==> config.mk <==
export PLATFORM = sky130hd
export DESIGN_NAME = ula_seq
export DESIGN_NICKNAME = d
export VERILOG_FILES = /design/src/rtl/ula_seq_pkg.sv /design/src/rtl/ula_seq_dec.sv /design/src/rtl/ula_seq.sv
export SDC_FILE = /design/constraint.sdc
export NUM_CORES = 1
export LEC_CHECK = 0
export ABC_AREA = 1
export CAP_MARGIN = 10
export CORE_MARGIN = 4
export CORE_UTILIZATION = 41
export CTS_CLUSTER_SIZE = 30
export DETAILED_ROUTE_END_ITERATION = 8
export PLACE_DENSITY = 0.8
export SYNTH_ARGS = -nofsm -noshare
export SYNTH_HDL_FRONTEND = slang
export SYNTH_SLANG_ARGS = --single-unit
export TNS_END_PERCENT = 20
==> constraint.sdc <==
create_clock -name clk -period 2.3 [get_ports clk]
set_input_delay 0.46 -clock clk [delete_from_list [all_inputs] [get_ports clk]]
set_output_delay 0.46 -clock clk [all_outputs]
set_load 0.1 [all_outputs]
==> src/rtl/ula_seq_pkg.sv <==
// Shared encodings for the ULA command sequencer: MIPS opcode/funct values,
// ULA function codes and the small enums used by the decoder and the FSM.
package ula_seq_pkg;

   localparam logic [5:0] OP_RTYPE = 6'b000000;
   localparam logic [5:0] OP_BEQ   = 6'b000100;
   localparam logic [5:0] OP_BNE   = 6'b000101;
   localparam logic [5:0] OP_ADDI  = 6'b001000;
   localparam logic [5:0] OP_SLTI  = 6'b001010;
   localparam logic [5:0] OP_ANDI  = 6'b001100;
   localparam logic [5:0] OP_ORI   = 6'b001101;

   localparam logic [5:0] FN_ADD = 6'b100000;
   localparam logic [5:0] FN_SUB = 6'b100010;
   localparam logic [5:0] FN_AND = 6'b100100;
   localparam logic [5:0] FN_OR  = 6'b100101;
   localparam logic [5:0] FN_SLT = 6'b101010;

   localparam logic [2:0] F_AND = 3'b000;
   localparam logic [2:0] F_OR  = 3'b001;
   localparam logic [2:0] F_ADD = 3'b010;
   localparam logic [2:0] F_SUB = 3'b110;
   localparam logic [2:0] F_SLT = 3'b111;

   typedef enum logic [1:0] {IDLE = 2'd0, EXEC = 2'd1, RESP = 2'd2} state_e;
   typedef enum logic [1:0] {BR_NONE = 2'd0, BR_EQ = 2'd1, BR_NE = 2'd2} br_e;
   typedef enum logic [1:0] {IMM_NONE = 2'd0, IMM_SEXT = 2'd1, IMM_ZEXT = 2'd2} imm_e;

endpackage

==> src/rtl/ula_seq_dec.sv <==
// Combinational command decoder: opcode/funct to ULA function code, operand B
// source, branch type and illegal flag. Illegal commands decode as a plain AND.
module ula_seq_dec
   import ula_seq_pkg::*;
(
   input  logic [5:0] op_i,
   input  logic [5:0] funct_i,
   output logic [2:0] f_o,
   output imm_e       imm_mode_o,
   output br_e        br_type_o,
   output logic       illegal_o
);

   always_comb begin
      f_o        = F_AND;
      imm_mode_o = IMM_NONE;
      br_type_o  = BR_NONE;
      illegal_o  = 1'b0;
      case (op_i)
         OP_RTYPE: begin
            case (funct_i)
               FN_ADD:  f_o = F_ADD;
               FN_SUB:  f_o = F_SUB;
               FN_AND:  f_o = F_AND;
               FN_OR:   f_o = F_OR;
               FN_SLT:  f_o = F_SLT;
               default: illegal_o = 1'b1;
            endcase
         end
         OP_ADDI: begin
            f_o        = F_ADD;
            imm_mode_o = IMM_SEXT;
         end
         OP_SLTI: begin
            f_o        = F_SLT;
            imm_mode_o = IMM_SEXT;
         end
         OP_ANDI: begin
            f_o        = F_AND;
            imm_mode_o = IMM_ZEXT;
         end
         OP_ORI: begin
            f_o        = F_OR;
            imm_mode_o = IMM_ZEXT;
         end
         OP_BEQ: begin
            f_o       = F_SUB;
            br_type_o = BR_EQ;
         end
         OP_BNE: begin
            f_o       = F_SUB;
            br_type_o = BR_NE;
         end
         default: illegal_o = 1'b1;
      endcase
   end

endmodule

==> src/rtl/ula_seq.sv <==
// Multi-cycle front end for the combinational 32-bit ULA: accepts one command,
// drives the ULA for one EXEC cycle, then holds the registered response.
module ula_seq
   import ula_seq_pkg::*;
#(
   parameter int DATA_W = 32,
   parameter int IMM_W  = 16,
   parameter int CNT_W  = 16
) (
   input  logic              clk,
   input  logic              reset,
   input  logic              cmd_valid,
   output logic              cmd_ready,
   input  logic [5:0]        cmd_op,
   input  logic [5:0]        cmd_funct,
   input  logic [DATA_W-1:0] cmd_a,
   input  logic [DATA_W-1:0] cmd_b,
   input  logic [IMM_W-1:0]  cmd_imm,
   output logic [DATA_W-1:0] ula_a,
   output logic [DATA_W-1:0] ula_b,
   output logic [2:0]        ula_f,
   input  logic [DATA_W-1:0] ula_y,
   input  logic              ula_zero,
   output logic              rsp_valid,
   input  logic              rsp_ready,
   output logic [DATA_W-1:0] rsp_y,
   output logic              rsp_zero,
   output logic              rsp_branch,
   output logic              rsp_illegal,
   output logic [CNT_W-1:0]  done_cnt,
   output logic [1:0]        dbg_state_o
);

   state_e              state_q;
   logic [DATA_W-1:0]   ula_a_q, ula_b_q;
   logic [2:0]          ula_f_q;
   br_e                 br_q;
   logic                ill_q;
   logic                rsp_valid_q, rsp_zero_q, rsp_branch_q, rsp_illegal_q;
   logic [DATA_W-1:0]   rsp_y_q;
   logic [CNT_W-1:0]    done_q;

   logic [2:0]          dec_f;
   imm_e                dec_imm;
   br_e                 dec_br;
   logic                dec_illegal;
   logic [DATA_W-1:0]   b_d;

   ula_seq_dec u_dec (
      .op_i       (cmd_op),
      .funct_i    (cmd_funct),
      .f_o        (dec_f),
      .imm_mode_o (dec_imm),
      .br_type_o  (dec_br),
      .illegal_o  (dec_illegal)
   );

   always_comb begin
      case (dec_imm)
         IMM_SEXT: b_d = {{(DATA_W-IMM_W){cmd_imm[IMM_W-1]}}, cmd_imm};
         IMM_ZEXT: b_d = {{(DATA_W-IMM_W){1'b0}}, cmd_imm};
         default:  b_d = cmd_b;
      endcase
   end

   always_ff @(posedge clk) begin
      if (reset) begin
         state_q       <= IDLE;
         ula_a_q       <= '0;
         ula_b_q       <= '0;
         ula_f_q       <= F_AND;
         br_q          <= BR_NONE;
         ill_q         <= 1'b0;
         rsp_valid_q   <= 1'b0;
         rsp_y_q       <= '0;
         rsp_zero_q    <= 1'b0;
         rsp_branch_q  <= 1'b0;
         rsp_illegal_q <= 1'b0;
         done_q        <= '0;
      end else begin
         case (state_q)
            IDLE: begin
               if (cmd_valid) begin
                  ula_a_q <= dec_illegal ? '0 : cmd_a;
                  ula_b_q <= dec_illegal ? '0 : b_d;
                  ula_f_q <= dec_f;
                  br_q    <= dec_br;
                  ill_q   <= dec_illegal;
                  state_q <= EXEC;
               end
            end
            EXEC: begin
               // Illegal commands report all-zero results, not the ULA's AND of zeros.
               rsp_valid_q   <= 1'b1;
               rsp_illegal_q <= ill_q;
               rsp_y_q       <= ill_q ? '0 : ula_y;
               rsp_zero_q    <= ill_q ? 1'b0 : ula_zero;
               rsp_branch_q  <= !ill_q && (((br_q == BR_EQ) && ula_zero) ||
                                           ((br_q == BR_NE) && !ula_zero));
               state_q       <= RESP;
            end
            RESP: begin
               if (rsp_ready) begin
                  rsp_valid_q <= 1'b0;
                  done_q      <= done_q + CNT_W'(1);
                  state_q     <= IDLE;
               end
            end
            default: state_q <= IDLE;
         endcase
      end
   end

   assign cmd_ready   = (state_q == IDLE);
   assign ula_a       = ula_a_q;
   assign ula_b       = ula_b_q;
   assign ula_f       = ula_f_q;
   assign rsp_valid   = rsp_valid_q;
   assign rsp_y       = rsp_y_q;
   assign rsp_zero    = rsp_zero_q;
   assign rsp_branch  = rsp_branch_q;
   assign rsp_illegal = rsp_illegal_q;
   assign done_cnt    = done_q;
   assign dbg_state_o = state_q;

endmodule

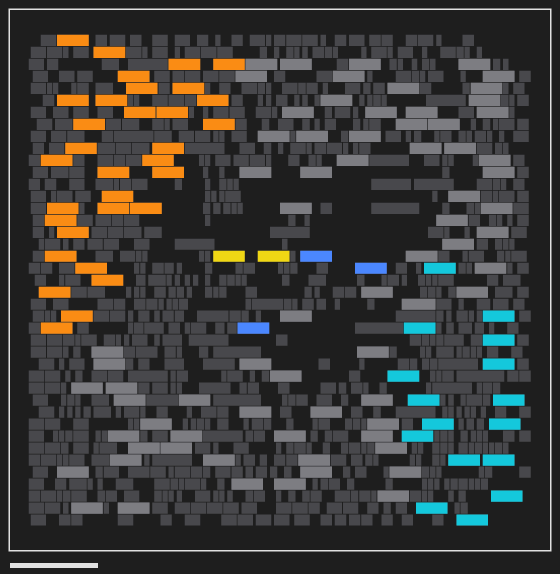
run_1/registers.png
Bar = 20 µm. Other sequential cells in the stronger gray, the rest of the logic in the fainter gray.
Key: blue = ula_f [sequential cells 3]; yellow = br_q [sequential cells 2]; orange = ula_a [sequential cells 32]; cyan = done_cnt [sequential cells 16]

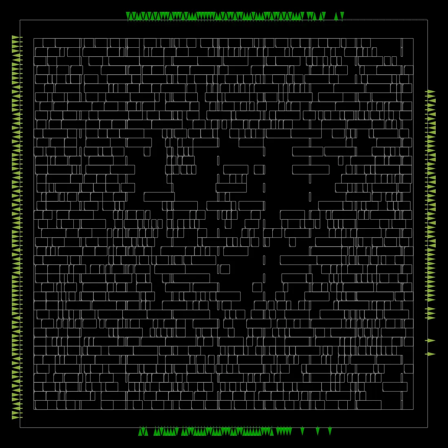
run_1/final_placement.png
tap cell count: 172
Layout Cells excl Fill: 1107
Util after Layout: 66.7%
Row Count: 41
fillers: 1116

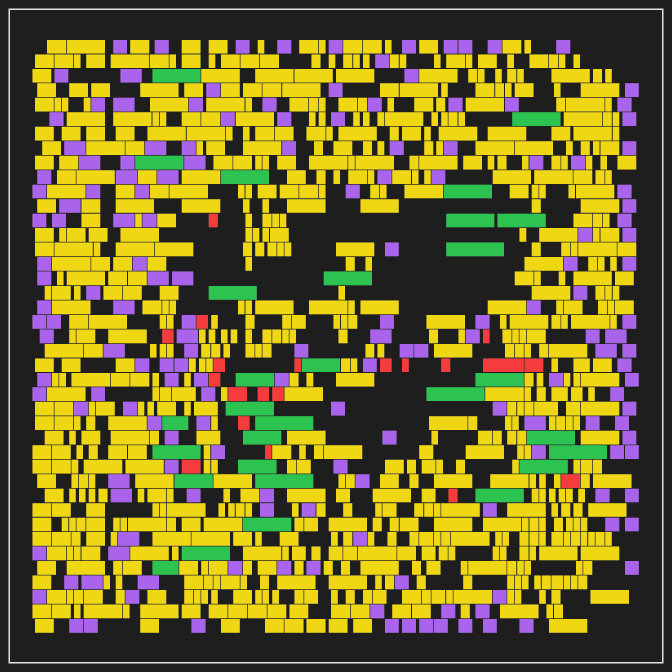
run_1/drive_strength.png
Key: green = drive 6 and up [cells 29, share 3.1%, most used clkbuf_16]; purple = drive 3 to 4 [cells 167, share 18%, most used buf_4]; red = drive 2 [cells 20, share 2.1%, most used nand2_2]; yellow = drive 1 or less [cells 719, share 77%, most used nand2_1]

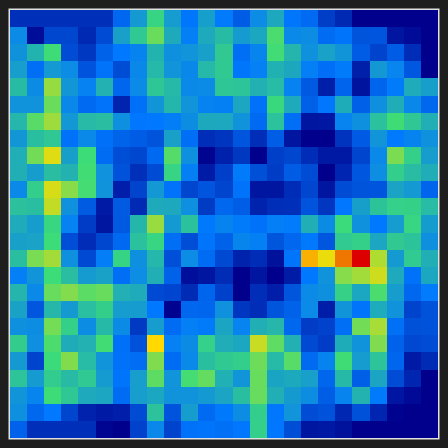
run_1/wire_density.png
The die is cut into 25 by 25 equal tiles; dark blue is low, red is high, scaled to the fullest tile. Values are wire area over tile area, all layers added.
The fullest tile reaches 0.62. 4.6% of the tiles are nearly empty. The mean over all tiles is 0.17. 8.6% of the tiles are over half the peak.
DR vias: 5220
routed wire length: 15600 µm

==> out/results.tsv, run 1 <==
metric	value	unit
status	finished, final reports clean	
finalPower	6.59	mW
yosys_area	5380	µm²
worst_pin_slew	0.459	ns
dr_wl_met2	7410	µm
drive_gt1_share	23.1	%
firstDrtPassIters	4	
p_sw	1.91	mW
fp_util	42.3	%
maxUsedRoutingLayer	met5	
hold_path.class	in -> reg	
cp-startpoint	cmd_op[2]	
sh_seq_area	29.2	%
clkbuf_count	25	
place_ws	-0.150	ns
num_io_pins	251	
rsz0062_at_grt	false	
comb_cells	466	
r2r_cells	7	
drv_cap	0	
postCtsHoldBufs	0	
post-cts-setup-buffers	0	
n_antenna_cell	0	
critPathLaunchType	input pin	
r2r-start	dbg_state_o[0]	
cts_max_level	4	
yosysUniqueCellTypes	28	
gr-usage-met2	33.4	%
ys_cells	663	
slew-limit-headroom	69.4	%
grt_use_total	20.2	%
synth_area	5380	µm²
inv_count	38	
syn-num-nets	796	
syn_to_final_growth	57.9	%
period_used_share	89.0	%
drt-wirelength-per-cell	14.1	µm
setup-violations-final	0	
routabilityCongestion	0.827	
yosysWarnings	0	
clock_sinks	124	
arrival	2.39	ns
clk_path_buf_depth	2	
internal_power	4.68	mW
hold_end	ula_f[2]	
antenna_found_initial	1	
dp_cells	1075	
[run 1: sequential cells by signal (all words and copies together), names as in the netlist]
signal and count:
ill_q 1, rsp_branch 1, ula_b 32, rsp_valid 1, br_q 2, ula_f 3
rsp_y 32, rsp_zero 1, rsp_illegal 1, done_cnt 16, dbg_state_o 2, ula_a 32
[run 1: kinds of logic (layout without fill, tap and decap cells)]
logic type	Yosys count	count (layout)	share of synthesized area, %
xor gates and xnor gates	2	2	0.326
adders and majority gates	4	4	0.931
AOI/OAI and AO/OA	96	96	9.08
DFF	124	124	46.2
buffers and inverters	73	345	6.26
muxes	48	48	8.94
and+or+nand+nor	316	316	28.3
## Run 2: what changed since run 1
--- a/config.mk
+++ b/config.mk
@@ -7,10 +7,11 @@
 export LEC_CHECK = 0
 export ABC_AREA = 1
 export CAP_MARGIN = 10
-export CORE_MARGIN = 4
+export CORE_MARGIN = 5
 export CORE_UTILIZATION = 41
 export CTS_CLUSTER_SIZE = 30
 export DETAILED_ROUTE_END_ITERATION = 8
+export GPL_TIMING_DRIVEN = 0
 export PLACE_DENSITY = 0.8
 export SYNTH_ARGS = -nofsm -noshare
 export SYNTH_HDL_FRONTEND = slang
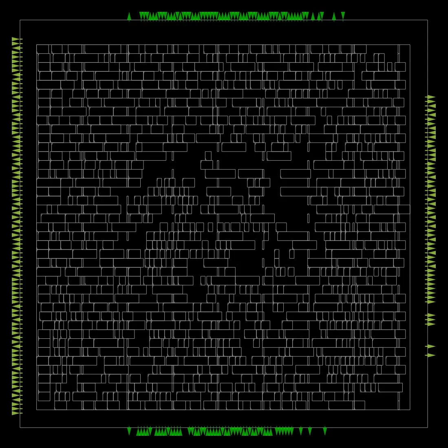
run_2/final_placement.png
Util after Layout: 67.0%
Flop Count: 124
area of the core: 12700 µm²
Layout Cells excl Fill: 1117

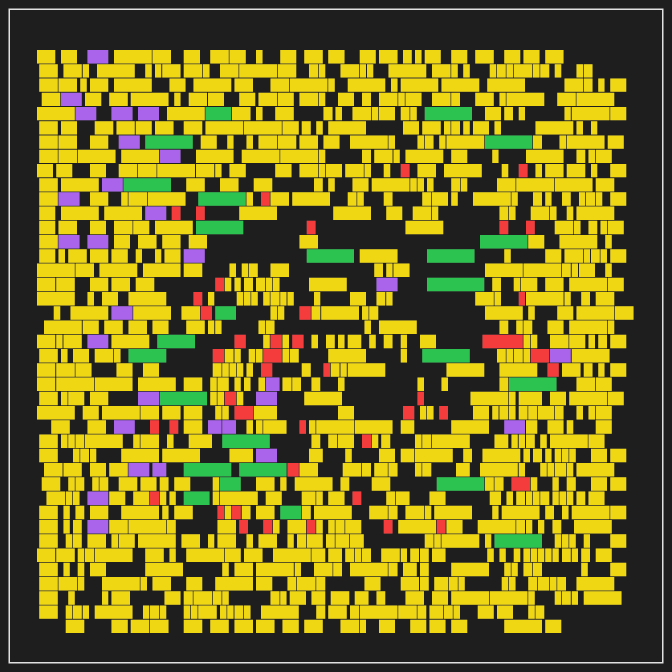
run_2/drive_strength.png
Key: purple = drive 3 to 4 [cells 29, share 3.1%, most used nor2_4]; yellow = drive 1 or less [cells 848, share 90%, most used nand2_1]; red = drive 2 [cells 43, share 4.6%, most used buf_2]; green = drive 6 and up [cells 25, share 2.6%, most used clkbuf_16]
fin area: 8520 µm²
Layout area overhead: 58.6%
Non-CTS buffers: 285
worst setup margin: 0.0943 ns

==> run 2 against run 1 <==
Largest power group unchanged. Count of clock-buffer cells in the layout fell by 1. Global-route usage grew 0.46 points. Core utilization grew 0.26 points.
==> out/results.tsv, run 2 <==
metric	value	unit
dp_cells	1084	
place_ws	-0.719	ns
firstDrtPassIters	4	
syn-num-nets	796	
drt-total-wl	16300	µm
drv_cap	0	
period_used_share	95.9	%
routabilityCongestion	0.819	
xor_share	0.326	%
finalPower	6.10	mW
synth_area	5380	µm²
grt_use_total	20.7	%
clock_sinks	124	
status	finished, final reports clean	
fa_ha_area_share	0.931	%
rows	41	
hold_path.class	reg -> reg	
yosys_area	5380	µm²
num_io_pins	251	
slew-limit-headroom	31.9	%
gr-usage-met2	35.3	%
n_antenna_cell	0	
synth.comb.largest_family	simple AND/OR/NAND/NOR gates	
simple_gate_share	28.3	%
ys_sh_mux	8.94	%
clk_path_buf_depth	2	
run 2: final timing paths:
check        cells past startpoint           start        end  slack [ns]
max                              2  dbg_state_o[1]  cmd_ready        0.09
min                              2        rsp_zero   rsp_zero        0.46
max reg2reg                      6  dbg_state_o[1]    br_q[0]        0.70
min reg2reg                      2        rsp_zero   rsp_zero        0.46
run 2: what timing repair did:
item,CTS,global route
pin swaps,1,0
gates resized,128,17
buffers inserted,1,0
setup endpoints to repair,144,24
endpoints found under the hold margin,0,0
run 2: final cells by class:
class	instances	area (µm²)	area share, %
inverter	38	143	1.67
sequential	124	2480	29.1
clock inverter	8	67.6	0.793
multi-input combinational	466	2580	30.3
buffer	35	214	2.51
tap	172	215	2.52
timing repair buffer	250	2350	27.6
clock buffer	24	472	5.53
Power is estimated from default activity; no workload was simulated.
